Fig. 1: supply network
Bar = 20 µm. Pins as bars on the die edge.
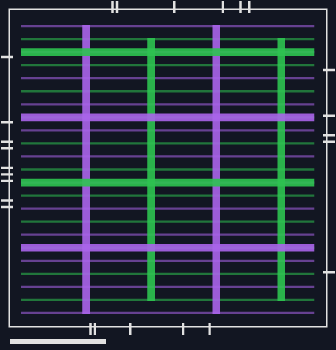
Fig. 2: cells colored by class
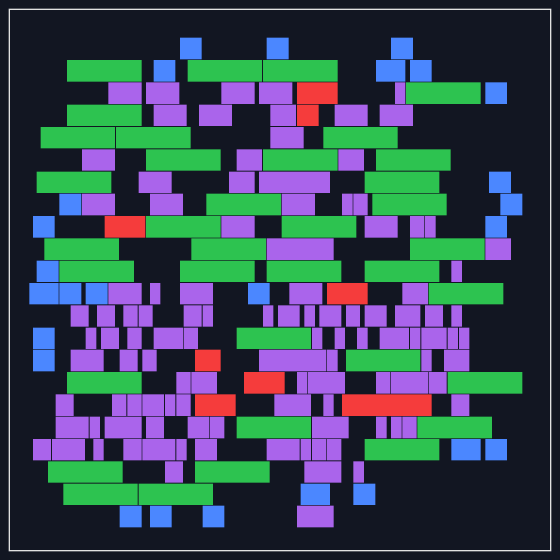
Fig. 3: clock wires, drivers and flops
Bar = 20 µm.
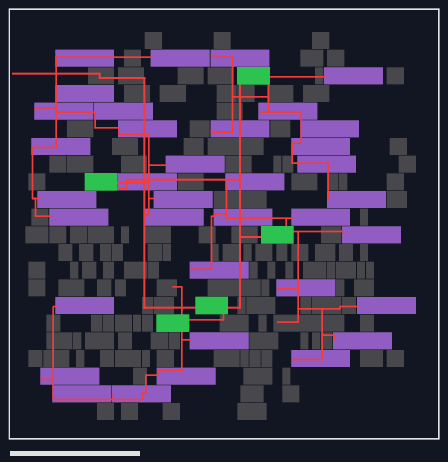
Fig. 4: wiring by layer
Bar = 20 µm.
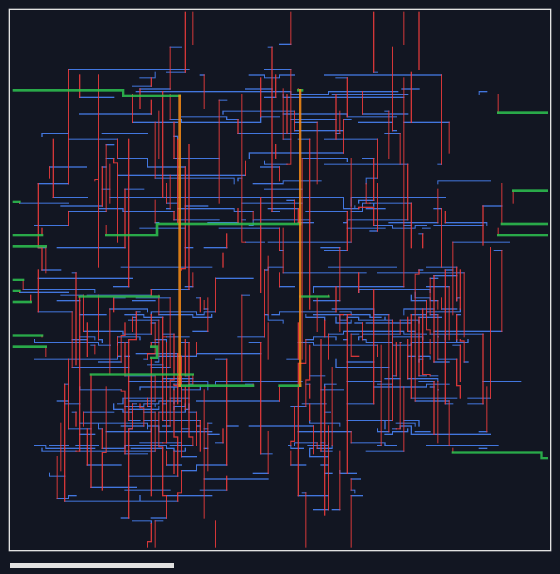
Fig. 5: clock routing
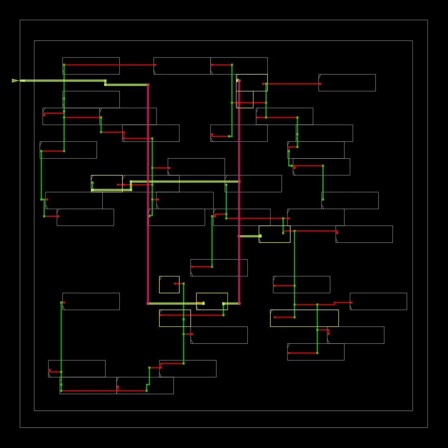
==> config.mk <==
export PLATFORM = sky130hd
export DESIGN_NAME = odd_parity_serial_receiver
export DESIGN_NICKNAME = d
export VERILOG_FILES = /design/src/rtl/odd_parity_pkg.sv /design/src/rtl/odd_parity_check.sv /design/src/rtl/odd_parity_serial_receiver.sv
export SDC_FILE = /design/constraint.sdc
export NUM_CORES = 1
export LEC_CHECK = 0
export CORE_MARGIN = 2
export CORE_UTILIZATION = 46
export CTS_CLUSTER_DIAMETER = 50
export DETAILED_ROUTE_END_ITERATION = 7
export PLACE_DENSITY = 0.68
export SLEW_MARGIN = 0
export SYNTH_ARGS = -nofsm -noshare
export SYNTH_HDL_FRONTEND = slang
export SYNTH_SLANG_ARGS = --single-unit
==> constraint.sdc <==
create_clock -name clk -period 2.74 [get_ports clk]
set_input_delay 0.548 -clock clk [delete_from_list [all_inputs] [get_ports clk]]
set_output_delay 0.548 -clock clk [all_outputs]
set_load 0.1 [all_outputs]
==> src/rtl/odd_parity_pkg.sv <==
// odd_parity_pkg: shared types and parity helper for the odd-parity serial link
package odd_parity_pkg;
    typedef enum logic [1:0] {IDLE, DATA, PARITY, STOP} state_t;
    localparam int MAX_DATA_W = 32;
    localparam int BIT_CNT_W = $clog2(MAX_DATA_W + 1);
    function automatic logic odd_parity_ok(input logic [MAX_DATA_W-1:0] data, input logic p);
        return ^{data, p};
    endfunction
endpackage

==> src/rtl/odd_parity_check.sv <==
// odd_parity_check: combinational odd-parity checker, ok=1 when data+parity hold an odd number of ones
module odd_parity_check import odd_parity_pkg::*; #(
    parameter int W = 8
) (
    input  logic [W-1:0] data,
    input  logic         p,
    output logic         ok
);
    assign ok = odd_parity_ok(MAX_DATA_W'(data), p);
endmodule

==> src/rtl/odd_parity_serial_receiver.sv <==
// odd_parity_serial_receiver: strobe-timed deserialiser with odd-parity, framing and error-count status
module odd_parity_serial_receiver import odd_parity_pkg::*; #(
    parameter int DATA_W = 8,
    parameter int CNT_W  = 8
) (
    input  logic              clk,
    input  logic              rst_n,
    input  logic              bit_en,
    input  logic              rx,
    input  logic              clr_count,
    output logic              busy,
    output logic [DATA_W-1:0] data_out,
    output logic              data_valid,
    output logic              parity_err,
    output logic              frame_err,
    output logic [CNT_W-1:0]  err_count
);
    state_t                 state;
    logic [BIT_CNT_W-1:0]   cnt;
    logic [DATA_W-1:0]      shreg;
    logic                   par_bit;
    logic                   ok;

    odd_parity_check #(.W(DATA_W)) u_check (
        .data (shreg),
        .p    (par_bit),
        .ok   (ok)
    );

    assign busy = state != IDLE;

    // Frame FSM: every transition and capture is gated by the bit strobe; results register on the stop bit
    always_ff @(posedge clk or negedge rst_n) begin
        if (!rst_n) begin
            state      <= IDLE;
            cnt        <= '0;
            shreg      <= '0;
            par_bit    <= 1'b0;
            data_out   <= '0;
            data_valid <= 1'b0;
            parity_err <= 1'b0;
            frame_err  <= 1'b0;
        end else begin
            data_valid <= 1'b0;
            if (bit_en) begin
                case (state)
                    IDLE: begin
                        if (!rx) begin
                            state <= DATA;
                            cnt   <= '0;
                        end
                    end
                    DATA: begin
                        shreg <= (shreg >> 1) | (DATA_W'(rx) << (DATA_W - 1));
                        cnt   <= cnt + 1'b1;
                        if (cnt == BIT_CNT_W'(DATA_W - 1)) state <= PARITY;
                    end
                    PARITY: begin
                        par_bit <= rx;
                        state   <= STOP;
                    end
                    STOP: begin
                        state      <= IDLE;
                        data_out   <= shreg;
                        parity_err <= ~ok;
                        frame_err  <= ~rx;
                        data_valid <= 1'b1;
                    end
                endcase
            end
        end
    end

    // Saturating count of bad frames; a clear beats a same-edge increment
    always_ff @(posedge clk or negedge rst_n) begin
        if (!rst_n) err_count <= '0;
        else if (clr_count) err_count <= '0;
        else if (bit_en && state == STOP && (!ok || !rx) && err_count != '1) err_count <= err_count + 1'b1;
    end
endmodule

==> impl_metrics.toml <==
# flow metrics
[routing]
drc_errors = 0
vias_per_cell = 5.19
num_vias = 1184
drtIter0Drc = 28
wl_um = 3220

[worst_setup_path]
worstSetupPathDepth = 5
end_kind = "register"
worstSetupStartpoint = "shreg[1]$_DFFE_PN0P_"
rr_startpoint = "shreg[1]$_DFFE_PN0P_"
path_cells = "xor2_1, xnor3_2, mux2i_4, nor3b_1, mux2_2"
crit_end = "err_count[2]$_DFFE_PN0P_"
reg2reg_to = "err_count[2]$_DFFE_PN0P_"
crit_fanout = 8
ff2ff_setup_slack_ns = 0.65

[logic_synthesis]
ys_types = 30
ys_area_mm2 = 0.00176
ys_seq_frac = 0.511
yosysCellCount = 149
yosys.area.top_type = "dfrtp_1"
yosys_most_used_dff = "dfrtp_1"
synth-async-reset-ratio = 1.00

[run]
tool_warnings = 30

[clock_network]
cts_tree = "done"
cts-hold-fix-buffers = 0

[floorplan]
rows = 22
fp_util = 0.482
chip_area_mm2 = 0.00434
die_h_um = 65.9
core_area_mm2 = 0.00366

[final_layout]
stdcell_count = 228
fin_area_mm2 = 0.00213
area.growth.synth_to_final_pct = 20.9
final-seq-area_um2 = 901

[timing]
period_used_share = 0.761
rsz0062_at_grt = "no"
slew_headroom = 0.639

[placed_design]
dp_slack_ns = 0.377
placed_cell_area_mm2 = 0.00202
dp.cells = 220

[hold_path]
worstHoldStart = "frame_err$_DFFE_PN0P_"
hold-path-endpoint = "frame_err$_DFFE_PN0P_"

[grt]
grt_max_degree = 37
overflow = 0

[outcome]
outcome = "finished clean"
About Fig. 1:
Key: VSS = purple; VDD = green
25 signal pins sit on the boundary. 4 straps on met4. 23 met1 rails follow the rows.

About Fig. 2:
Key: all other logic = purple [cells 110, share of their area 41%]; other buffers and delay cells = blue [cells 26, share of their area 9.9%]; flops = green [cells 36, share of their area 43%]; clock drivers and dummy loads = red [cells 8, share of their area 5.6%]

About Fig. 3:
Key: flip-flops = purple [count 36]; cells driving clock nets = green [count 5]; clock wires = red [length 447 µm]
There are 6 routed clock nets.

About Fig. 4:
Key: met3 = green [wire length 139 µm]; met4 = orange [wire length 71.4 µm]; met1 = blue [wire length 1480 µm]; met2 = red [wire length 1530 µm]

About Fig. 5:
registers: 36
total CTS buffers: 5
Clock Skew: 0.00457 ns

layout make-up:
cell class	count	area share
Sequential cell	36	0.423
Clock inverter	3	0.0217
Inverter	4	0.00704
Timing Repair Buffer	26	0.0962
Clock buffer	5	0.0323
Multi-Input combinational cell	106	0.392
Tap cell	48	0.0282
cell families after synthesis:
group	synth area share
muxes	0.172
and+or+nand+nor	0.141
buffers and inverters	0.0149
AOI/OAI and AO/OA	0.0454
DFF	0.511
xor gates and xnor gates	0.0660
adders and majority gates	0.0497
registers in the layout (all words and copies together) (netlist names):
register	cells
cnt	6
data_out	8
data_valid	1
err_count	8
frame_err	1
par_bit	1
parity_err	1
shreg	8
state	2
worst register-to-register path, delay by kind of cell (launching register included):
| family | cells | cell delay [ns] |
|---|---|---|
| flip-flops | 1 | 0.42 |
| AND/OR/NAND/NOR | 1 | 0.28 |
| multiplexers | 2 | 0.62 |
| XOR/XNOR | 2 | 0.67 |
cell usage in the layout, fill, tap and decap left out, drive strengths merged, types with 3 or more instances in the layout:
master / netlist / layout
dfrtp: 36 / 36
mux2: 24 / 24
buf: 0 / 22
nand2: 13 / 13
nor2: 11 / 11
ha: 7 / 7
nor2b: 6 / 6
xor2: 6 / 6
nor3: 6 / 6
nand3: 5 / 5
clkbuf: 3 / 5
inv: 4 / 5
o21ai: 4 / 4
clkdlybuf4s50: 0 / 4
and3: 3 / 3
layer usage:
layer / global-route usage / wire length [µm] / vias to the layer above
li1: - / - / 576
met1: 0.223 / 1480 / 577
met2: 0.278 / 1530 / 25
met3: 0.0545 / 138 / 6
met4: 0.0964 / 71 / 0
met5: 0 / 0 / -
